<file path="src/rtl/branch_target_queue.sv">
// FIFO of predicted branch targets/fallthroughs pushed at fetch and popped at resolve.
// Optional overflow drop counter enabled by defining BTQ_DROP_CNT_EN.
module branch_target_queue #(
   parameter int unsigned DATA_W = 32,
   parameter int unsigned DEPTH  = 4,
   parameter int unsigned IMM_W  = 21
) (
   input  logic                     clk,
   input  logic                     rst,
   input  logic                     stall,
   input  logic                     flush,
   input  logic                     push_valid,
   input  logic [DATA_W-1:0]        push_pc,
   input  logic [IMM_W-1:0]         push_imm,
   input  logic                     pop_valid,
   input  logic                     pop_taken,
   output logic [DATA_W-1:0]        head_target,
   output logic [DATA_W-1:0]        redirect_pc,
   output logic                     redirect_valid,
   output logic [$clog2(DEPTH):0]   count,
   output logic                     full,
   output logic                     empty,
   output logic [15:0]              drop_cnt
);

   localparam int unsigned PTR_W = $clog2(DEPTH);
   localparam int unsigned CNT_W = PTR_W + 1;

   logic [DATA_W-1:0] target_q [DEPTH];
   logic [DATA_W-1:0] fall_q   [DEPTH];

   logic [PTR_W-1:0]  wr_ptr_q, wr_ptr_d;
   logic [PTR_W-1:0]  rd_ptr_q, rd_ptr_d;
   logic [CNT_W-1:0]  count_q, count_d;
   logic [DATA_W-1:0] redirect_pc_q, redirect_pc_d;
   logic              redirect_valid_q, redirect_valid_d;

   logic              push_c;
   logic              pop_c;
   logic [DATA_W-1:0] imm_sext_c;

   assign empty = (count_q == '0);
   assign full  = (count_q == CNT_W'(DEPTH));

   assign pop_c  = pop_valid && !stall && !flush && !empty;
   assign push_c = push_valid && !stall && !flush && (!full || pop_c);

   assign imm_sext_c = DATA_W'($signed(push_imm));

   // Next-state: flush clears occupancy but leaves the last redirect_pc visible.
   always_comb begin
      wr_ptr_d         = wr_ptr_q;
      rd_ptr_d         = rd_ptr_q;
      count_d          = count_q;
      redirect_pc_d    = redirect_pc_q;
      redirect_valid_d = 1'b0;

      if (pop_c) begin
         rd_ptr_d         = rd_ptr_q + PTR_W'(1);
         redirect_pc_d    = pop_taken ? target_q[rd_ptr_q] : fall_q[rd_ptr_q];
         redirect_valid_d = 1'b1;
      end
      if (push_c) begin
         wr_ptr_d = wr_ptr_q + PTR_W'(1);
      end

      case ({push_c, pop_c})
         2'b10:   count_d = count_q + CNT_W'(1);
         2'b01:   count_d = count_q - CNT_W'(1);
         default: count_d = count_q;
      endcase

      if (flush) begin
         wr_ptr_d = '0;
         rd_ptr_d = '0;
         count_d  = '0;
      end
   end

   always_ff @(posedge clk) begin
      if (rst) begin
         wr_ptr_q         <= '0;
         rd_ptr_q         <= '0;
         count_q          <= '0;
         redirect_pc_q    <= '0;
         redirect_valid_q <= 1'b0;
      end else begin
         wr_ptr_q         <= wr_ptr_d;
         rd_ptr_q         <= rd_ptr_d;
         count_q          <= count_d;
         redirect_pc_q    <= redirect_pc_d;
         redirect_valid_q <= redirect_valid_d;
      end
   end

   // Entry storage is not reset; reads are masked while empty.
   always_ff @(posedge clk) begin
      if (!rst && push_c) begin
         target_q[wr_ptr_q] <= push_pc + imm_sext_c;
         fall_q[wr_ptr_q]   <= push_pc + DATA_W'(4);
      end
   end

   assign head_target    = empty ? '0 : target_q[rd_ptr_q];
   assign redirect_pc    = redirect_pc_q;
   assign redirect_valid = redirect_valid_q;
   assign count          = count_q;

`ifdef BTQ_DROP_CNT_EN
   logic [15:0] drop_cnt_q, drop_cnt_d;
   logic        drop_c;

   assign drop_c = push_valid && !stall && !flush && full && !pop_c;

   always_comb begin
      drop_cnt_d = drop_cnt_q;
      if (drop_c && (drop_cnt_q != 16'hFFFF)) begin
         drop_cnt_d = drop_cnt_q + 16'd1;
      end
   end

   always_ff @(posedge clk) begin
      if (rst) begin
         drop_cnt_q <= '0;
      end else begin
         drop_cnt_q <= drop_cnt_d;
      end
   end

   assign drop_cnt = drop_cnt_q;
`else
   assign drop_cnt = '0;
`endif

endmodule

</file>
<file path="config.mk">
export PLATFORM = sky130hd
export DESIGN_NAME = branch_target_queue
export DESIGN_NICKNAME = d
export VERILOG_FILES = /design/src/rtl/branch_target_queue.sv
export SDC_FILE = /design/constraint.sdc
export NUM_CORES = 1
export LEC_CHECK = 0
export ABC_AREA = 1
export CORE_ASPECT_RATIO = 0.9
export CORE_MARGIN = 3
export CORE_UTILIZATION = 30
export CTS_CLUSTER_DIAMETER = 200
export DETAILED_ROUTE_END_ITERATION = 8
export GPL_TIMING_DRIVEN = 0
export PLACE_DENSITY = 0.55
export SYNTH_ARGS = -nofsm -noshare
export SYNTH_HDL_FRONTEND = slang
export SYNTH_SLANG_ARGS = --single-unit
export TNS_END_PERCENT = 100
</file>
<file path="constraint.sdc">
create_clock -name clk -period 6.6 [get_ports clk]
set_input_delay 1.32 -clock clk [delete_from_list [all_inputs] [get_ports clk]]
set_output_delay 1.32 -clock clk [all_outputs]
set_load 0.01 [all_outputs]
</file>
Fig. 1: run 1, logic cells by family
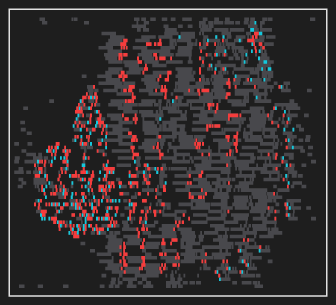
legend:
  cyan:
    family: inverters
    cells: 179
    most_used: inv_1
  red:
    family: NAND gates
    cells: 619
    most_used: nand2_1
fraction of area in multi-input gates: 0.295
most used logic cell in the final layout: sky130_fd_sc_hd__nand2_1

Fig. 2: run 1, PDN straps and rails
Pins as bars on the die edge.
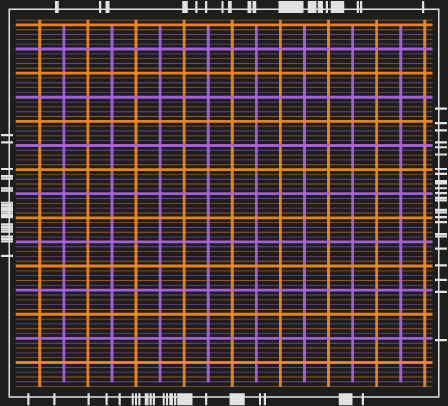
legend:
  purple:
    net: VDD
  orange:
    net: VSS
rows: 76
met1 rails: 77
met4 straps: 17
met5 straps: 15
signal pins: 146
maximum resistive drop on vdd: 201 µV
width of the die: 241 µm
y dimension of the die: 218 µm
Core Box Area: 48600 µm²

==> results_dict.tcl, run 1 <==
# collected from the flow reports
set metrics [dict create \
    grtUsageMet1 0.243 \
    timing.critical_path.buf_inv 5 \
    grtUsageMet2 0.293 \
    layout-area-overhead-vs-synth_pct 21.9 \
    top_area_frac 0.514 \
    mappedNetlistArea_um2 15000 \
    finalClockPeriodUsage 0.630 \
    clk_share 0.0502 \
    global_route.usage.met3 0.0266 \
    combinationalPower_uw 455 \
    finish.cell_count_without_fillers 2538 \
    initial_utilization 0.308 \
    synth.cellmix.adderShare 0.0328 \
    pwr_density_cell_nw_per_um2 227 \
    post_cts_resize_count 0 \
    highest_routed_layer "met4" \
    setup_violations 0 \
    final_core_util 0.375 \
    dr_wl_met2_um 22000 \
    tritoncts "yes" \
    cp-end-kind "output pin" \
    inv_count 179 \
    proportion_of_synthesized_area_in_mux_cells 0 \
    setup_ws_ns 2.44 \
    clk_latency_ns 0.56 \
    num_vias 11700 \
    layout.area.top_class "flip-flops and latches" \
    timing.critical_path.slowest_cell_delay_ns 0.60 \
    critical_path_required_ns 5.28 \
    nMultiInputCombCells 1130 \
    place_congestion 0.930 \
    timing.max_cap.violations 0 \
    routed_wire_length_per_instance_um 18.5 \
    top_cells_by_count "sky130_fd_sc_hd__nand2_1, sky130_fd_sc_hd__edfxtp_1, sky130_fd_sc_hd__nor2_1, sky130_fd_sc_hd__inv_1, sky130_fd_sc_hd__nand3_1" \
    vias_per_cell 4.61 \
    post-route-drc-count 0 \
    register_share_of_total_power 0.507 \
    synthXorXnorAreaFrac 0.0258 \
    dpl.cell_count 2483 \
    finalNetCount 1950 \
    cts.sinks 298 \
    drt_iter0_drc 930 \
    cpMostUsedCell "sky130_fd_sc_hd__buf_4" \
    synth_async_sr_flop_share 0 \
    seq_area_um2 8530 \
    cpLargestDelayFamily "buffers and inverters" \
    cells_after_synthesis 1669 \
    cts_max_level 1 \
    area_leaders "sky130_fd_sc_hd__edfxtp_1, sky130_fd_sc_hd__nand2_1, sky130_fd_sc_hd__nor2_1" \
    first_pass_drt_iterations 5 \
    status "finished, final reports clean" \
    area.share.sequential 0.468 \
    layout.non_clock_buffers 213 \
    ys.flops 298 \
    top_logic_kind "simple AND/OR/NAND/NOR gates" \
    cts.clk_slew.worst_paths_ns 0.06 \
    power.clock.fraction 0.383 \
    grt_first_pass_wirelength_um 69900 \
    ys.warnings.count 0 \
    floorplan.die_area_um2 52600 \
    synth_stat.cells 1669 \
    grt_max_degree 28 \
    power.group.top "sequential cells" \
]
Fig. 3: run 1, the clock network
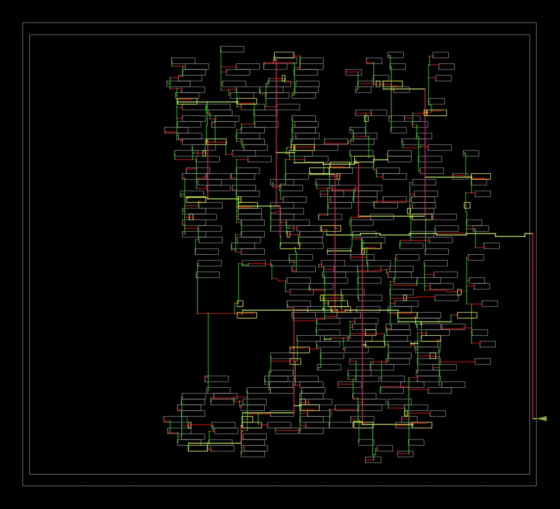
clk_skew: 0.0157 ns
sequential cells: 298
P_clk: 1590 µW
# clk buffers: 44

Fig. 4: run 1, signal wires on met1
Supply wires on this layer in gray.
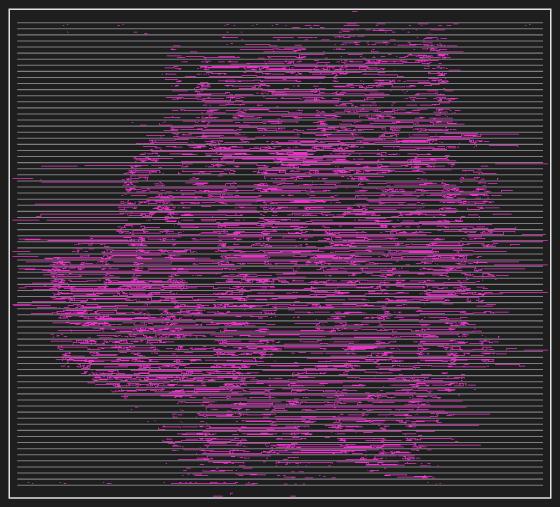
wire length on this layer: 20.9 mm
share of all routed wire: 45%

==> run 1: sequential cells by signal, summed over array words and instances, names as in the netlist, named ones only <==
| signal | flops |
|---|---|
| redirect_valid | 1 |
| redirect_pc | 32 |
| count | 3 |
| wr_ptr_q | 2 |
| rd_ptr_q | 2 |
| fall_q | 128 |
| target_q | 128 |
==> run 1: worst paths after layout <==
| kind | to | slack [ns] | cells past startpoint |
|---|---|---|---|
| setup / recovery | head_target[24] | 2.44 | 9 |
| setup reg to reg | fall_q[2][19]$_DFFE_PP_ | 4.18 | 7 |
| hold / removal | flop | 0.52 | 3 |
| hold reg to reg | flop | 0.52 | 3 |
--- run 2 (diff from run 1) ---
--- a/config.mk
+++ b/config.mk
@@ -12,7 +12,7 @@
 export CTS_CLUSTER_DIAMETER = 200
 export DETAILED_ROUTE_END_ITERATION = 8
 export GPL_TIMING_DRIVEN = 0
-export PLACE_DENSITY = 0.55
+export PLACE_DENSITY = 0.57
 export SYNTH_ARGS = -nofsm -noshare
 export SYNTH_HDL_FRONTEND = slang
 export SYNTH_SLANG_ARGS = --single-unit
==> constraint.sdc (replaced) <==
create_clock -name clk -period 3.5 [get_ports clk]
set_input_delay 0.7 -clock clk [delete_from_list [all_inputs] [get_ports clk]]
set_output_delay 0.7 -clock clk [all_outputs]
set_load 0.01 [all_outputs]
Fig. 5: run 2, logic cells by family
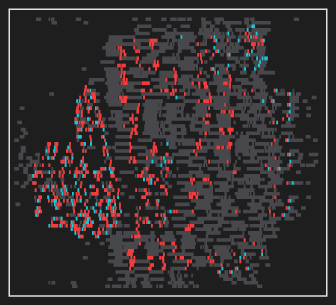
legend:
  red:
    family: NAND gates
    cells: 619
    most_used: nand2_1
  cyan:
    family: inverters
    cells: 179
    most_used: inv_1

Fig. 6: run 2, sequential cells grouped by signal name
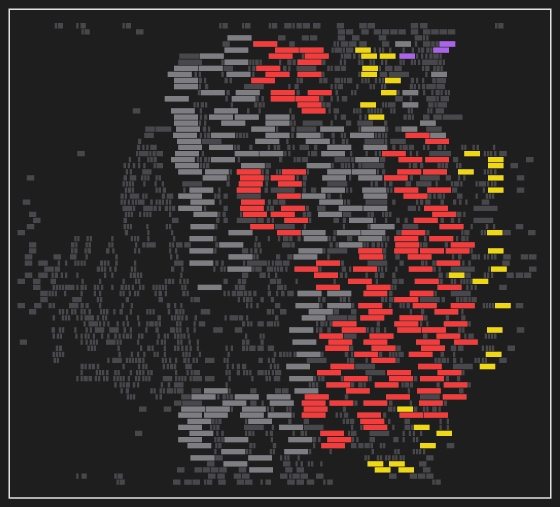
legend:
  purple:
    netlist_name: `count`
    sequential_cells: 3
  yellow:
    netlist_name: `redirect_pc`
    sequential_cells: 32
    where: a column on the right
  red:
    netlist_name: `fall_q`
    sequential_cells: 128
not colored: 135

Fig. 7: run 2, the clock network
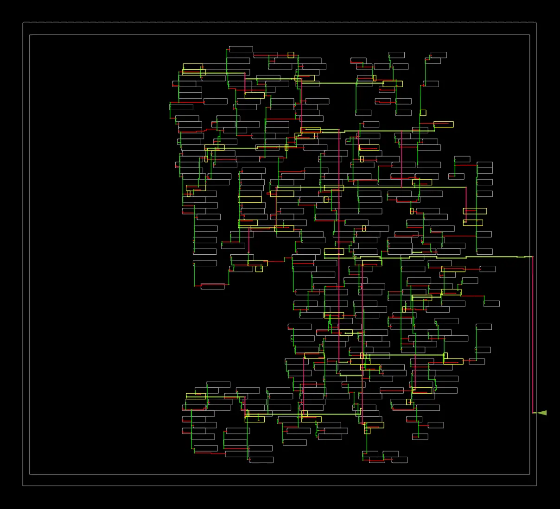
sink count of the clock tree: 298
TritonCTS Buffers: 30

==> results_dict.tcl, run 2 <==
# collected from the flow reports
set metrics [dict create \
    worst_reg_to_reg_setup_slack_ns 0.92 \
    powerClk_uw 3320 \
    fillerInstances 4891 \
    drt-met1-wl_um 21800 \
    die_width_um 241 \
    vias_per_cell 4.67 \
    synth_async_sr_flop_share 0 \
    tritoncts "yes" \
    maximum_resistive_drop_on_vdd_uv 364 \
    initial_utilization 0.308 \
    crit_cells 9 \
    register_share_of_total_power 0.486 \
    combinationalPower_uw 864 \
    cell_type_contributing_the_most_total_cell_area_after_synthesis "sky130_fd_sc_hd__edfxtp_1" \
    layout.area.top_class "flip-flops and latches" \
    coreArea_um2 48600 \
    num_vias 11900 \
    ys.flops 298 \
    stage_log_warnings 30 \
    fp.dieH_um 218 \
    timing.critical_path.buf_inv 5 \
    worst_setup_path_start_kind "flop" \
    sequential_cells 298 \
    final_layout_top_logic_cell "sky130_fd_sc_hd__nand2_1" \
    area_of_the_synthesized_netlist_per_yosys_stat_um2 15000 \
    enable_flop_cells 256 \
    finish.instance_area_um2 18400 \
    layout-area-overhead-vs-synth_pct 22.9 \
    worstHoldPathCells 1 \
    cp-endpoint "head_target[22]" \
    initial_antenna_violation_count 0 \
    clock.fmax_mhz 295 \
    finalClockPeriodUsage 0.969 \
    power.group.top "sequential cells" \
    timing.max_cap.violations 0 \
    io_pins 146 \
    ys.flop_type "sky130_fd_sc_hd__edfxtp_1" \
    area_leaders "sky130_fd_sc_hd__edfxtp_1, sky130_fd_sc_hd__nand2_1, sky130_fd_sc_hd__nor2_1" \
    num-clock-buffers 37 \
    cp-end-kind "output pin" \
    finalNetCount 1951 \
    grtUsageMet2 0.302 \
    dpl.cell_count 2484 \
    floorplan.tapcells 663 \
    power_uw 8150 \
    maxSlewViolCount 0 \
    setup_violations 0 \
    place_congestion 0.941 \
    cts_max_level 1 \
    hpwl_after_detailed_placement_um 36300 \
    clock_tree.root_cell "sky130_fd_sc_hd__clkbuf_16" \
    timing.critical_path.slowest_cell_delay_ns 0.57 \
    r2r.worst_path.cells 8 \
    global_route.usage.met3 0.0212 \
    cpLargestDelayFamily "buffers and inverters" \
    synthMostInstantiatedCell "sky130_fd_sc_hd__nand2_1" \
    grtUsageMet1 0.249 \
    ys_types 33 \
    clk_latency_ns 0.59 \
    dr_wl_met2_um 22700 \
    power_sequential_uw 3960 \
    worstPathCellList "buf_4, inv_2, buf_4, buf_4, nand2_1, nand3_1, nand2_1, nor2_2, clkdlybuf4s50_1" \
    setup_ws_ns 0.109 \
    power.clock.fraction 0.408 \
    critical_path_required_ns 2.80 \
    nMultiInputCombCells 1130 \
    clock_skew_ns 0.0320 \
    post-route-drc-count 0 \
    cells_after_synthesis 1669 \
    whs_endpoint "wr_ptr_q[0]$_SDFFE_PP0P_" \
    highest_routed_layer "met4" \
    setup_repair_after_global_routing_missed_its_margin "no" \
    detail_route.wirelength_um 47600 \
    fraction_of_area_in_multi_input_gates 0.294 \
    routed_wire_length_per_instance_um 18.7 \
    inv_count 179 \
    first_pass_drt_iterations 5 \
    status "finished, final reports clean" \
    crit_arrival_ns 2.69 \
    mappedNetlistArea_um2 15000 \
    synth_stat.cells 1669 \
    ys.warnings.count 0 \
    cpMostUsedCell "sky130_fd_sc_hd__buf_4" \
    layout.non_clock_buffers 214 \
    drt_iter0_drc 850 \
    power_report.internal_total_uw 6170 \
    clk_share 0.0549 \
    rr_startpoint "count[1]$_SDFFE_PP0P_" \
    critical_path.reg2reg.endpoint "target_q[2][18]$_DFFE_PP_" \
    seq_area_um2 8530 \
    top_area_frac 0.514 \
    cts.clk_slew.worst_paths_ns 0.06 \
    finish.cell_count_without_fillers 2538 \
    grt_max_degree 28 \
    p_leak_uw 0.00756 \
    postCtsHoldBufs 0 \
    top_cells_by_count "sky130_fd_sc_hd__nand2_1, sky130_fd_sc_hd__edfxtp_1, sky130_fd_sc_hd__nor2_1, sky130_fd_sc_hd__inv_1, sky130_fd_sc_hd__nand3_1" \
    grt_first_pass_wirelength_um 70700 \
    floorplan.die_area_um2 52600 \
    core.rowCount 76 \
    post_cts_resize_count 2 \
    switching_share 0.242 \
    pwr_density_cell_nw_per_um2 443 \
    area.share.sequential 0.464 \
    timing.setup.critical_path_class "reg2out" \
    mi_logic_area_um2 5400 \
]
==> run 2: cell counts after synthesis <==
Identical to the previous run, type by type.
==> run 2: through the flow <==
stage	utilization	TNS (ns)	hold WS [ns]
2_1_floorplan	-	-242.36	0.463
3_3_place_gp	0.352	-980.90	0.488
3_5_place_dp	0.357	0	0.504
4_1_cts	0.378	0	0.519
5_1_grt	0.378	0	0.550
6_report	0.378	0	0.511
==> run 2: cell families (layout without fill, tap and decap cells) <==
kind of cell             count (synthesis)  count (layout)  share of synthesized area
adder cells (fa/ha/maj)                 38              38                     0.0328
AND/OR/NAND/NOR                        873             873                      0.234
XOR/XNOR                                44              44                     0.0258
flip-flops                             298             298                      0.570
other                                    1              16                   0.000251
buffers and inverters                  256             447                     0.0756
AND-OR/OR-AND                          159             159                     0.0619
Power is estimated from default activity; no workload was simulated.
